**config.mk**
```make
export PLATFORM = sky130hd
export DESIGN_NAME = plb_cache_responder
export DESIGN_NICKNAME = d
export VERILOG_FILES = /design/src/rtl/plb_cache_responder.sv
export SDC_FILE = /design/constraint.sdc
export NUM_CORES = 1
export LEC_CHECK = 0
export CORE_AREA = 3 3 186 188
export CTS_BUF_LIST = sky130_fd_sc_hd__clkbuf_2
export DETAILED_ROUTE_END_ITERATION = 10
export DIE_AREA = 0 0 189 191
export PLACE_DENSITY = 0.7
export SYNTH_ARGS = -nofsm -noshare
export SYNTH_HDL_FRONTEND = slang
export SYNTH_SLANG_ARGS = --single-unit
```
**constraint.sdc**
```tcl
create_clock -name clk_i -period 3.2 [get_ports clk_i]
set_input_delay 0.64 -clock clk_i [delete_from_list [all_inputs] [get_ports clk_i]]
set_output_delay 0.64 -clock clk_i [all_outputs]
set_load 0.01 [all_outputs]
```
**src/rtl/plb_cache_responder.sv**
```systemverilog
// Fully associative permission-lookaside cache answering lookups/fills on a req/gnt memory port.
// Latency 1 (one response per grant); no backpressure other than flush_i, which blocks grants.
module plb_cache_responder #(
  parameter int PLB_ENTRIES  = 8,
  parameter int SDID_WIDTH   = 6,
  parameter int SPA_WIDTH    = 34,
  parameter int ACCESS_WIDTH = 3,
  parameter int DATA_WIDTH   = 8,
  localparam int ADDR_WIDTH  = SDID_WIDTH + SPA_WIDTH + ACCESS_WIDTH
) (
  input  logic                    clk_i,
  input  logic                    rst_ni,
  input  logic                    plb_cache_mem_req,
  output logic                    plb_cache_mem_gnt,
  input  logic [ADDR_WIDTH-1:0]   plb_cache_mem_addr,
  input  logic                    plb_cache_mem_we,
  input  logic [DATA_WIDTH-1:0]   plb_cache_mem_wdata,
  input  logic [DATA_WIDTH/8-1:0] plb_cache_mem_be,
  output logic                    plb_cache_mem_valid,
  output logic [DATA_WIDTH-1:0]   plb_cache_mem_rdata,
  input  logic                    flush_i,
  output logic [31:0]             hit_count_o,
  output logic [31:0]             miss_count_o
);

  localparam int PAGE_WIDTH = SPA_WIDTH - 12;
  localparam int IDX_WIDTH  = $clog2(PLB_ENTRIES);

  logic [ACCESS_WIDTH-1:0] req_acc;
  logic [SPA_WIDTH-1:0]    req_spa;
  logic [SDID_WIDTH-1:0]   req_sdid;
  logic [PAGE_WIDTH-1:0]   req_page;

  assign req_acc  = plb_cache_mem_addr[ACCESS_WIDTH-1:0];
  assign req_spa  = plb_cache_mem_addr[ACCESS_WIDTH +: SPA_WIDTH];
  assign req_sdid = plb_cache_mem_addr[ACCESS_WIDTH+SPA_WIDTH +: SDID_WIDTH];
  assign req_page = req_spa[SPA_WIDTH-1:12];

  logic                    unused_ok;
  assign unused_ok = ^{plb_cache_mem_be, plb_cache_mem_wdata[DATA_WIDTH-1:ACCESS_WIDTH],
                       req_spa[11:0]};

  logic [PLB_ENTRIES-1:0]  ent_valid;
  logic [SDID_WIDTH-1:0]   ent_sdid [PLB_ENTRIES];
  logic [PAGE_WIDTH-1:0]   ent_page [PLB_ENTRIES];
  logic [ACCESS_WIDTH-1:0] ent_perm [PLB_ENTRIES];
  logic [IDX_WIDTH-1:0]    victim;

  logic                    rsp_valid;
  logic [DATA_WIDTH-1:0]   rsp_rdata;
  logic [31:0]             hit_cnt;
  logic [31:0]             miss_cnt;

  logic                    gnt;
  logic [PLB_ENTRIES-1:0]  tag_match;
  logic [PLB_ENTRIES-1:0]  perm_ok;
  logic                    hit;
  logic                    any_match;
  logic                    all_valid;
  logic [IDX_WIDTH-1:0]    match_idx;
  logic [IDX_WIDTH-1:0]    free_idx;
  logic [IDX_WIDTH-1:0]    fill_idx;

  assign gnt = plb_cache_mem_req && !flush_i;

  always_comb begin
    tag_match = '0;
    perm_ok   = '0;
    for (int i = 0; i < PLB_ENTRIES; i++) begin
      tag_match[i] = ent_valid[i] && (ent_sdid[i] == req_sdid) && (ent_page[i] == req_page);
      perm_ok[i]   = (req_acc & ~ent_perm[i]) == '0;
    end
  end

  assign hit       = |(tag_match & perm_ok);
  assign any_match = |tag_match;
  assign all_valid = &ent_valid;

  // Descending scan so the lowest qualifying index is the one that sticks.
  always_comb begin
    match_idx = '0;
    free_idx  = '0;
    for (int i = PLB_ENTRIES - 1; i >= 0; i--) begin
      if (tag_match[i]) match_idx = IDX_WIDTH'(i);
      if (!ent_valid[i]) free_idx = IDX_WIDTH'(i);
    end
  end

  always_comb begin
    fill_idx = victim;
    if (any_match) fill_idx = match_idx;
    else if (!all_valid) fill_idx = free_idx;
  end

  always_ff @(posedge clk_i or negedge rst_ni) begin
    if (!rst_ni) begin
      ent_valid <= '0;
      victim    <= '0;
      for (int i = 0; i < PLB_ENTRIES; i++) begin
        ent_sdid[i] <= '0;
        ent_page[i] <= '0;
        ent_perm[i] <= '0;
      end
    end else if (flush_i) begin
      ent_valid <= '0;
      victim    <= '0;
    end else if (gnt && plb_cache_mem_we) begin
      ent_valid[fill_idx] <= 1'b1;
      ent_sdid[fill_idx]  <= req_sdid;
      ent_page[fill_idx]  <= req_page;
      ent_perm[fill_idx]  <= plb_cache_mem_wdata[ACCESS_WIDTH-1:0];
      // Pointer only moves when it actually chose the victim; wraps naturally (power of two).
      if (!any_match && all_valid) victim <= victim + 1'b1;
    end
  end

  always_ff @(posedge clk_i or negedge rst_ni) begin
    if (!rst_ni) begin
      rsp_valid <= 1'b0;
      rsp_rdata <= '0;
      hit_cnt   <= '0;
      miss_cnt  <= '0;
    end else begin
      rsp_valid <= gnt;
      rsp_rdata <= {{(DATA_WIDTH-1){1'b0}}, gnt && !plb_cache_mem_we && hit};
      if (gnt && !plb_cache_mem_we) begin
        if (hit) begin
          if (hit_cnt != '1) hit_cnt <= hit_cnt + 32'd1;
        end else begin
          if (miss_cnt != '1) miss_cnt <= miss_cnt + 32'd1;
        end
      end
    end
  end

  assign plb_cache_mem_gnt   = gnt;
  assign plb_cache_mem_valid = rsp_valid;
  assign plb_cache_mem_rdata = rsp_rdata;
  assign hit_count_o         = hit_cnt;
  assign miss_count_o        = miss_cnt;

endmodule

```
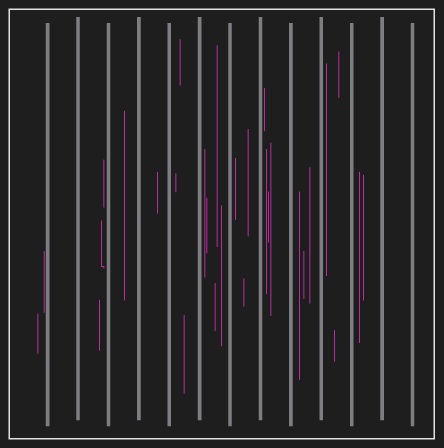
Fig. 1. Met4 routing.
Supply wires on this layer in gray.
wire length on this layer = 1230 um
share of all routed wire = 2.9%

==> flow_metrics.tcl <==
# flow metrics
set metrics [dict create \
    p_int_mw 5.992 \
    finalCritPeriodShare_pct 102.5 \
    grt_pass1_wl_um 64330 \
    finClkSkew_ns 0.08165 \
    n_fill_cell 2680 \
    p_per_area_nw_per_um2 417.8 \
    crit_fanout 12 \
    nMultiInputCombCells 848 \
    ff_count 325 \
    topCellsByArea "dfrtp_1, mux2_2, xnor2_1" \
    fin_ws_ns -0.07930 \
    tapCellCount 448 \
    path_clk_slew_ns 0.10 \
    setup_viol 35 \
    ys_sh_xor_pct 15.26 \
    violations "setup timing" \
    chip_area_um2 36100 \
    synth.distinct_cells 52 \
    max_freq_mhz 304.9 \
    post-route-min-period_ns 3.279 \
    drive_above_1_share_pct 37.20 \
    nNetsFinal 1611 \
    viasPerCell 5.311 \
    synth-async-reset-ratio_pct 100.0 \
    ys_sh_simple_pct 8.924 \
    slew_viol_final 0 \
    status "finished with violations" \
    crit_cells 16 \
    largest_register_ff_count 176 \
    post-route-util_pct 61.04 \
    ys_area_um2 16530 \
]
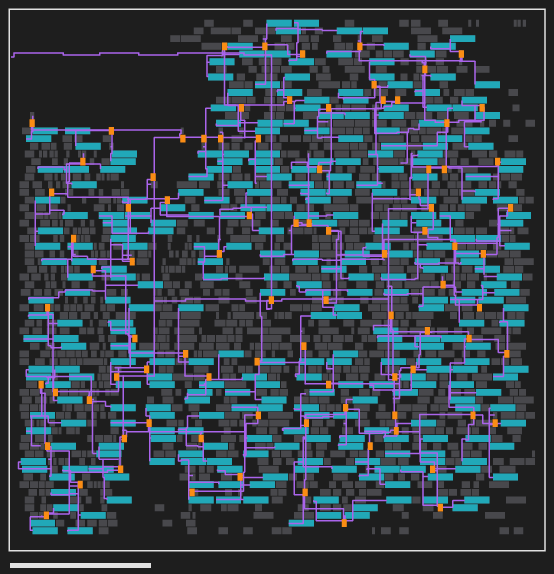
Fig. 2. Clock wires, drivers and flops.
The bar under the picture is 50 um long.
clock wires -> purple  # length 4840 um
clock drivers -> orange  # count 87
flip-flops -> cyan  # count 325
flops lie = spread over the die
routed clock nets = 88

